### config.mk
export PLATFORM = sky130hd
export DESIGN_NAME = passcode_encoder
export DESIGN_NICKNAME = d
export VERILOG_FILES = /design/src/rtl/passcode_encoder.sv
export SDC_FILE = /design/constraint.sdc
export NUM_CORES = 1
export LEC_CHECK = 0
export ABC_AREA = 1
export CORE_MARGIN = 2
export CORE_UTILIZATION = 46
export DETAILED_ROUTE_END_ITERATION = 6
export PLACE_DENSITY = 0.78
export SYNTH_ARGS = -nofsm -noshare
export SYNTH_HDL_FRONTEND = slang
export SYNTH_SLANG_ARGS = --single-unit
### constraint.sdc
create_clock -name clk -period 1.2 [get_ports clk]
set_input_delay 0.12 -clock clk [delete_from_list [all_inputs] [get_ports clk]]
set_output_delay 0.12 -clock clk [all_outputs]
set_load 0.05 [all_outputs]
### src/rtl/passcode_encoder.sv
// passcode_encoder
// Accepts BCD keypad digits over a valid/ready handshake, encodes each into a
// 5-bit codeword and assembles DIGITS codewords into one passcode word. The
// word is held, with code_valid high, until the consumer acknowledges it.
// Entry supports backspace and clear-all editing.
//
// Ports:
//   clk, rst_n          clock, asynchronous active-low reset
//   in_valid, in_digit  digit offer (BCD; 10..15 are illegal)
//   in_ready            combinational: a digit can be taken this cycle
//   in_back, in_clear   edit requests, level-sampled every cycle
//   code_out            assembled passcode, first digit in the MSBs
//   code_valid          passcode complete, held until out_ack or in_clear
//   out_ack             consumer has taken the passcode
//   count               number of digits currently held
//   err                 one-cycle pulse after an illegal digit is consumed
//
// Parameters:
//   DIGITS  digits per passcode, 1..8
//   MODE    0: 2-of-5 code, 1: even-parity binary {^d, d}
//
// state | meaning
// ------+---------------------------------------------------------------
// ENTRY | collecting digits; edits and digits accepted
// FULL  | DIGITS codewords held; waiting for out_ack or in_clear
module passcode_encoder #(
    parameter int DIGITS = 4,
    parameter int MODE   = 0
) (
    input  logic                               clk,
    input  logic                               rst_n,
    input  logic                               in_valid,
    input  logic [3:0]                         in_digit,
    output logic                               in_ready,
    input  logic                               in_back,
    input  logic                               in_clear,
    output logic [5*DIGITS-1:0]                code_out,
    output logic                               code_valid,
    input  logic                               out_ack,
    output logic [$clog2(DIGITS+1)-1:0]        count,
    output logic                               err
);

    localparam int W  = 5 * DIGITS;
    localparam int CW = $clog2(DIGITS + 1);

    typedef enum logic {
        ENTRY = 1'b0,
        FULL  = 1'b1
    } state_t;

    state_t          state_q, state_d;
    logic [W-1:0]    code_q, code_d;
    logic [CW-1:0]   count_q, count_d;
    logic [CW-1:0]   count_inc;
    logic            valid_q, valid_d;
    logic            err_q, err_d;

    function automatic logic [4:0] enc(input logic [3:0] d);
        logic [4:0] e;
        e = 5'b00000;
        if (MODE == 1) begin
            e = {^d, d};
        end else begin
            case (d)
                4'd0:    e = 5'b11000;
                4'd1:    e = 5'b00011;
                4'd2:    e = 5'b00101;
                4'd3:    e = 5'b00110;
                4'd4:    e = 5'b01001;
                4'd5:    e = 5'b01010;
                4'd6:    e = 5'b01100;
                4'd7:    e = 5'b10001;
                4'd8:    e = 5'b10010;
                4'd9:    e = 5'b10100;
                default: e = 5'b00000;
            endcase
        end
        return e;
    endfunction

    // in_back/in_clear outrank a digit, so they also withdraw ready.
    assign in_ready = (state_q == ENTRY) && !in_back && !in_clear;

    assign count_inc = count_q + 1'b1;

    always_comb begin
        state_d = state_q;
        code_d  = code_q;
        count_d = count_q;
        err_d   = 1'b0;
        case (state_q)
            ENTRY: begin
                if (in_clear) begin
                    code_d  = '0;
                    count_d = '0;
                end else if (in_back) begin
                    if (count_q != '0) begin
                        code_d  = code_q >> 5;
                        count_d = count_q - 1'b1;
                    end
                end else if (in_valid) begin
                    if (in_digit > 4'd9) begin
                        // Illegal digit is consumed but leaves the word untouched.
                        err_d = 1'b1;
                    end else begin
                        // For DIGITS=1 the shift drops everything: a direct load.
                        code_d  = (code_q << 5) | W'(enc(in_digit));
                        count_d = count_inc;
                        if (count_inc == CW'(DIGITS)) begin
                            state_d = FULL;
                        end
                    end
                end
            end
            FULL: begin
                if (out_ack || in_clear) begin
                    code_d  = '0;
                    count_d = '0;
                    state_d = ENTRY;
                end
            end
            default: begin
                state_d = ENTRY;
                code_d  = '0;
                count_d = '0;
            end
        endcase
        valid_d = (state_d == FULL);
    end

    always_ff @(posedge clk or negedge rst_n) begin
        if (!rst_n) begin
            state_q <= ENTRY;
            code_q  <= '0;
            count_q <= '0;
            valid_q <= 1'b0;
            err_q   <= 1'b0;
        end else begin
            state_q <= state_d;
            code_q  <= code_d;
            count_q <= count_d;
            valid_q <= valid_d;
            err_q   <= err_d;
        end
    end

    assign code_out   = code_q;
    assign count      = count_q;
    assign code_valid = valid_q;
    assign err        = err_q;

endmodule
**Run 1: cell classes on the final placement**

Scale bar: 20 um. Fill, decap, tap and diode cells in gray.
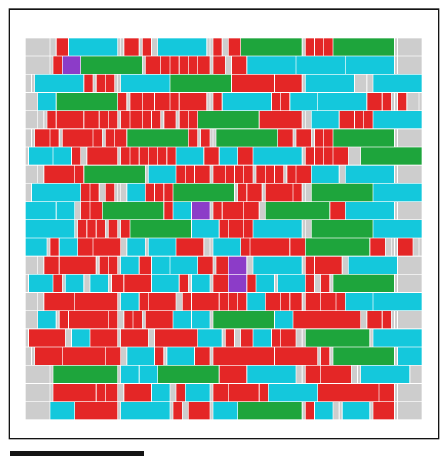
legend:
  purple:
    class: clock drivers and dummy loads
    cells: 4
    share_of_their_area: 1.0%
  green:
    class: sequential cells
    cells: 25
    share_of_their_area: 21%
  cyan:
    class: remaining buffers and delay cells
    cells: 78
    share_of_their_area: 34%
  red:
    class: combinational and other logic
    cells: 199
    share_of_their_area: 43%
Final Util: 88.67%
cell area after layout: 0.003005 mm2

**Run 1: M1 wires**

Supply wires on this layer in gray.
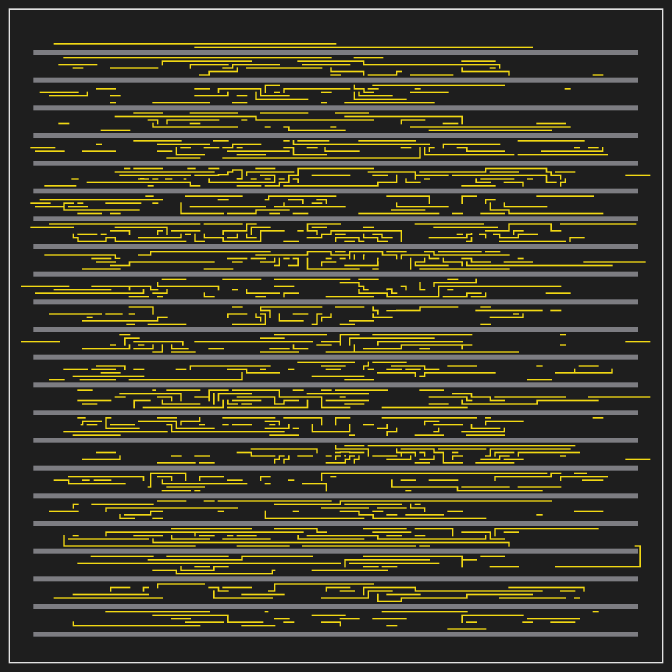
wire length on this layer: 2,650 um
main direction: horizontal
vias: 2,100
GR Util met1: 36.44%
final WL: 7840 um

**Run 1: wiring by layer**

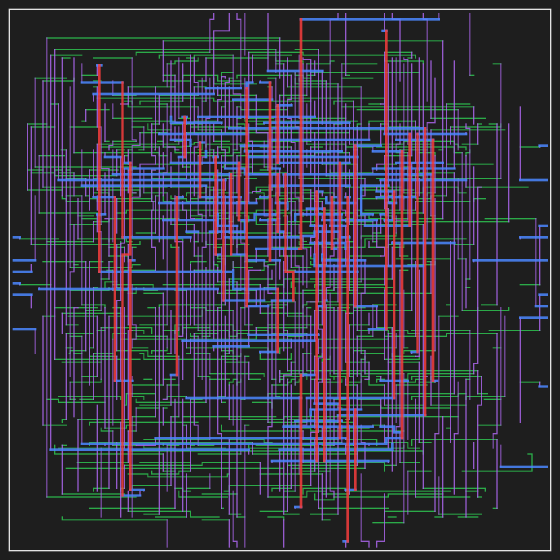
legend:
  purple:
    layer: metal 2
    wire_length: 3,690 um
  blue:
    layer: metal 3
    wire_length: 806 um
  red:
    layer: metal 4
    wire_length: 697 um
  green:
    layer: metal 1
    wire_length: 2,650 um
GRT Total Usage: 29.96%
drt wl/cell: 22.27 um

==> metrics.cfg, run 1 <==
[run_status]
outcome=complete, but fails checks
failed_checks=setup timing

[floorplan]
pin_count=36
core.rowCount=21
fp_util_pct=48.87
tap_cells=46
die_h_um=64.01

[timing]
final_hold_viol_count=0
whs_ps=65.16
setup_tns_ps=-5569
tightest_slew_ps=354.1
setup_viol=31
period_minus_slack_ps=1501
post-route-worst-setup-slack_ps=-300.6
rsz0062_at_grt=yes

[worst_setup_path]
crit_path_top_delay_cell=dfrtp_2
r2r_cells=9
slowest_delay_ps=470
cp_top_family=simple AND/OR/NAND/NOR gates
worst_setup_path_start_kind=flop
cp.depth=9
path_class=flop to flop
critPathMostFrequentCell=nand2_1
worstSetupEndpointType=flop
critPathCapture=code_out[8]

[yosys]
muxShareOfSynthArea_pct=0
synth_cell_types=23
synth-compound-area-share_pct=4.532
ys_top_cells_by_count=nand2_1 (102), dfrtp_1 (25), inv_1 (20)
ys_sh_adder_pct=6.798
logic_family=simple AND/OR/NAND/NOR gates
synth-edff-count=0
ys_top_cells_by_area=dfrtp_1 (38%), nand2_1 (23%), ha_1 (6.8%), nand2_2 (4.9%), inv_1 (4.5%)
synth_area_mm2=0.001657
avgSynthCellArea_um2=7.363
ys_cells=225
synth_nets=244
postSynthCellCount=225

[global_routing]
met3_usage_pct=4.577
grt_pass1_wl_um=9246
grt.met2_usage_pct=48.31

[drt]
vias_per_cell=5.966
remaining_drc_errors=0
ant_nets=0
met1_length_um=2647
dr.first_iter.drc_count=376

[clock_network]
h-tree-depth=1
ctsRootBufferMaster=clkbuf_4
clock_path_buffers=2
cts_tree=built
cts_setup_buffers=6
cts_resized=41
numClockSinks=25
postCtsHoldBufs=0

[layout]
fillers=128
nNonClkInverters=23
seqCellArea_um2=631.9
n_antenna_cell=0
comb_share_pct=38.97
final-clk-cell-share_pct=0.9992
ff_count=25
largest_register_ffs=20
logic_gate_count=176
n_all_buffers=78
lay_top_count=nand2_1

[power_and_ir_drop]
combPwrFrac_pct=57.7
p_clk_uw=471
switching_share_pct=44.44
p_total_mw=3.576
ir_drop_v=0.001093
pg_seq_mw=1.04
p_clk_share_pct=13.2
p_int_mw=1.987

[placed_design]
hpwl_um=3027
dp.cells=328

[job]
tool_warnings=36

[min_path]
hp-class=input port to async pin

**Run 1: routed metal per tile**

13 x 13 tiles, from black (low) to pale yellow (high), scaled to the fullest tile. Values are wire area over tile area, all layers added.
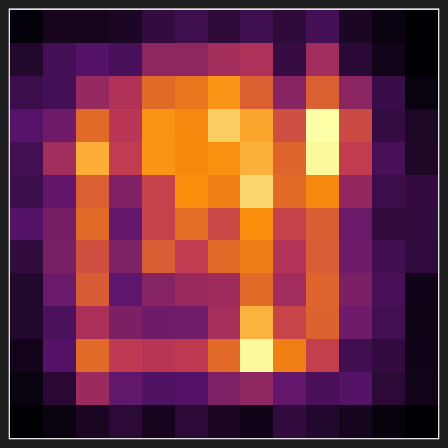

--- run 2 (diff from run 1) ---
Settings changed: CORE_UTILIZATION 46 to 35, PLACE_DENSITY 0.78 to 0.63.
**Run 2: routed metal per tile**

15 x 15 tiles, from black (low) to pale yellow (high), scaled to the fullest tile. Values are wire area over tile area, all layers added.
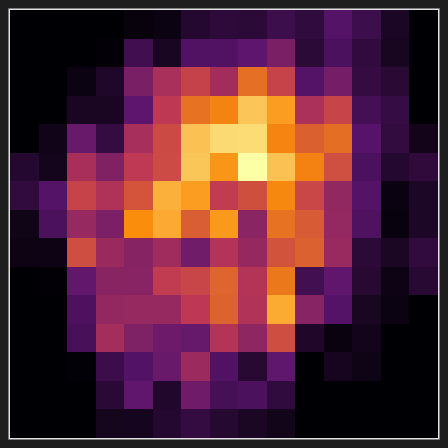
emptiest ninth of the die: lower right
fullest tile: 0.54
tiles over half the peak: 22%
mean over tiles: 0.14
nearly empty tiles: 21%
final WL: 4792 um
drt wl/cell: 13.50 um
vias: 1,702
GRT Total Usage: 19.12%

==> metrics.cfg, run 2 <==
[yosys]
synth_area_mm2=0.001657
ys_cells=225
synth_nets=244
ys_top_cells_by_count=nand2_1 (102), dfrtp_1 (25), inv_1 (20)
logic_family=simple AND/OR/NAND/NOR gates
synth-compound-area-share_pct=4.532
ys_top_cells_by_area=dfrtp_1 (38%), nand2_1 (23%), ha_1 (6.8%), nand2_2 (4.9%), inv_1 (4.5%)
postSynthCellCount=225
avgSynthCellArea_um2=7.363
ys_sh_adder_pct=6.798

[worst_setup_path]
crit_path_top_delay_cell=clkdlybuf4s50_1
cp_top_family=buffers and inverters
path_class=input port to flop
worstSetupEndpointType=flop
r2r_cells=8
slowest_delay_ps=560
cp.depth=8
critPathCapture=count[0]
worst_setup_path_start_kind=input port

[power_and_ir_drop]
switching_share_pct=39.85
p_int_mw=1.975
p_total_mw=3.283
p_clk_uw=511
ir_drop_v=0.0005413
p_clk_share_pct=15.5
pg_seq_mw=1.01

[global_routing]
grt.met2_usage_pct=33.33
grtUsageMet1_pct=24.65
grt_pass1_wl_um=7900
met3_usage_pct=1.934

[timing]
setup_tns_ps=-2925
period_minus_slack_ps=1350
setup_viol=26
rsz0062_at_grt=yes
post-route-worst-setup-slack_ps=-150.3

[run_status]
outcome=complete, but fails checks
failed_checks=setup timing

[clock_network]
numClockSinks=25
ctsRootBufferMaster=clkbuf_8
cts_resized=37
clock_path_buffers=2
postCtsHoldBufs=0

[layout]
postLayoutCoreUtil_pct=61.57
logic_gate_count=175
largest_register_ffs=20
comb_share_pct=36.70
final-clk-cell-share_pct=1.624

[floorplan]
fp_util_pct=35.78
die_h_um=72.80
pin_count=36
core.rowCount=25

[drt]
remaining_drc_errors=0
vias_per_cell=4.794
ant_nets=0
met1_length_um=2006

[placed_design]
dp.cells=338

[job]
tool_warnings=36

**Run 2: placement view**

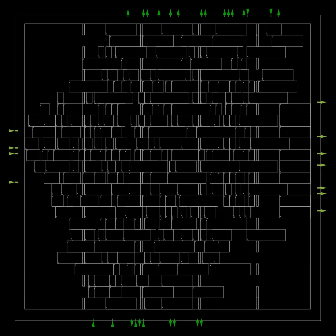
tap cell count: 54
fill count: 382
Post-Layout Cell Count: 355
registers: 25
flop share of the area: 22.12%

**Run 2: cell classes on the final placement**

Scale bar: 20 um. Fill, decap, tap and diode cells in gray.
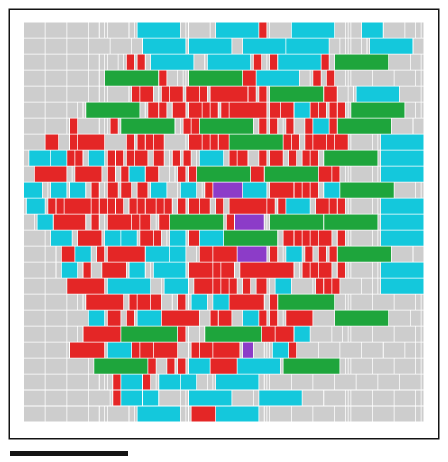

--- run 3 (diff from run 2) ---
Settings changed: PLACE_DENSITY 0.63 to 0.61.
Clock period 1.2 ns to 1.7 ns, I/O delays scaled along.
**Run 3: cell classes on the final placement**

Scale bar: 20 um. Fill, decap, tap and diode cells in gray.
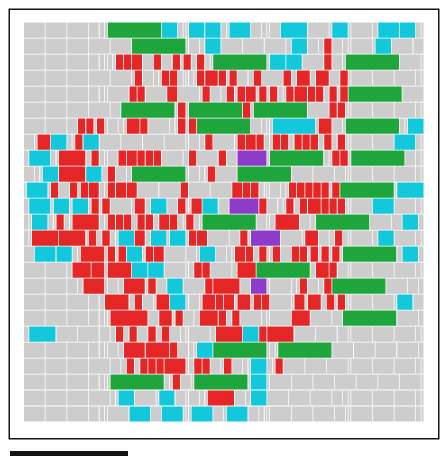
legend:
  purple:
    class: clock drivers and dummy loads
    cells: 4
    share_of_their_area: 2.3%
  cyan:
    class: remaining buffers and delay cells
    cells: 57
    share_of_their_area: 23%
  red:
    class: combinational and other logic
    cells: 195
    share_of_their_area: 46%
  green:
    class: sequential cells
    cells: 25
    share_of_their_area: 29%
Final Util: 47.46%
cell area after layout: 0.002197 mm2
core area: 0.004629 mm2
Cell Rows: 25
flop share of the area: 28.47%

**Run 3: wiring by layer**

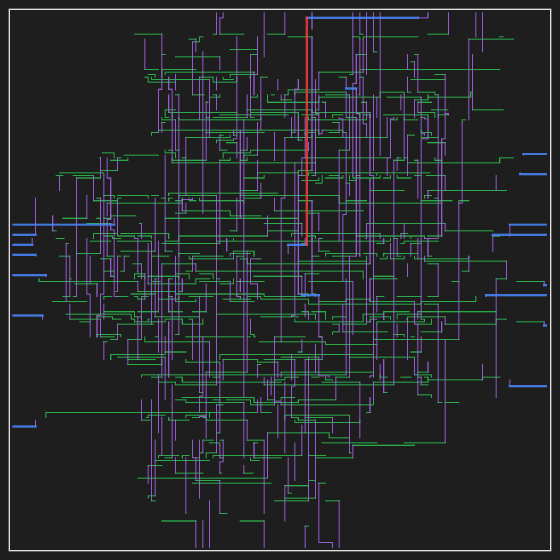
legend:
  blue:
    layer: metal 3
    wire_length: 86.2 um
  red:
    layer: metal 4
    wire_length: 30.6 um
  purple:
    layer: metal 2
    wire_length: 1,820 um
  green:
    layer: metal 1
    wire_length: 1,890 um
final WL: 3825 um
vias: 1,504
GRT Total Usage: 15.58%
drt wl/cell: 11.42 um

==> metrics.cfg, run 3 <==
[run_status]
outcome=finished, final reports clean

[floorplan]
die_h_um=72.80
tap_cells=54
pin_count=36

[yosys]
synth_nets=244
logic_family=simple AND/OR/NAND/NOR gates
ys_top_cells_by_area=dfrtp_1 (38%), nand2_1 (23%), ha_1 (6.8%), nand2_2 (4.9%), inv_1 (4.5%)
avgSynthCellArea_um2=7.363
muxShareOfSynthArea_pct=0
ys_sh_adder_pct=6.798
ys_top_cells_by_count=nand2_1 (102), dfrtp_1 (25), inv_1 (20)
postSynthCellCount=225
synth_area_mm2=0.001657

[clock_network]
h-tree-depth=1
cts_setup_buffers=0
clock_path_buffers=2
numClockSinks=25
ctsRootBufferMaster=clkbuf_8

[min_path]
hp-class=input port to async pin

[worst_setup_path]
worst_setup_path_start_kind=flop
path_class=flop to output port

[drt]
ant_nets=0
remaining_drc_errors=0
vias_per_cell=4.490

[timing]
setup_tns_ps=0
post-route-worst-setup-slack_ps=60.19

[placed_design]
dp.cells=330

[layout]
comb_share_pct=39.98
ff_count=25
nNonClkInverters=23
n_all_buffers=57
n_antenna_cell=0

[power_and_ir_drop]
switching_share_pct=41.34
p_clk_share_pct=19.6
combPwrFrac_pct=42.7
ir_drop_v=0.0002952
p_clk_uw=366

[global_routing]
grt_pass1_wl_um=6589
grtUsageMet1_pct=21.10
grt.met2_usage_pct=26.77

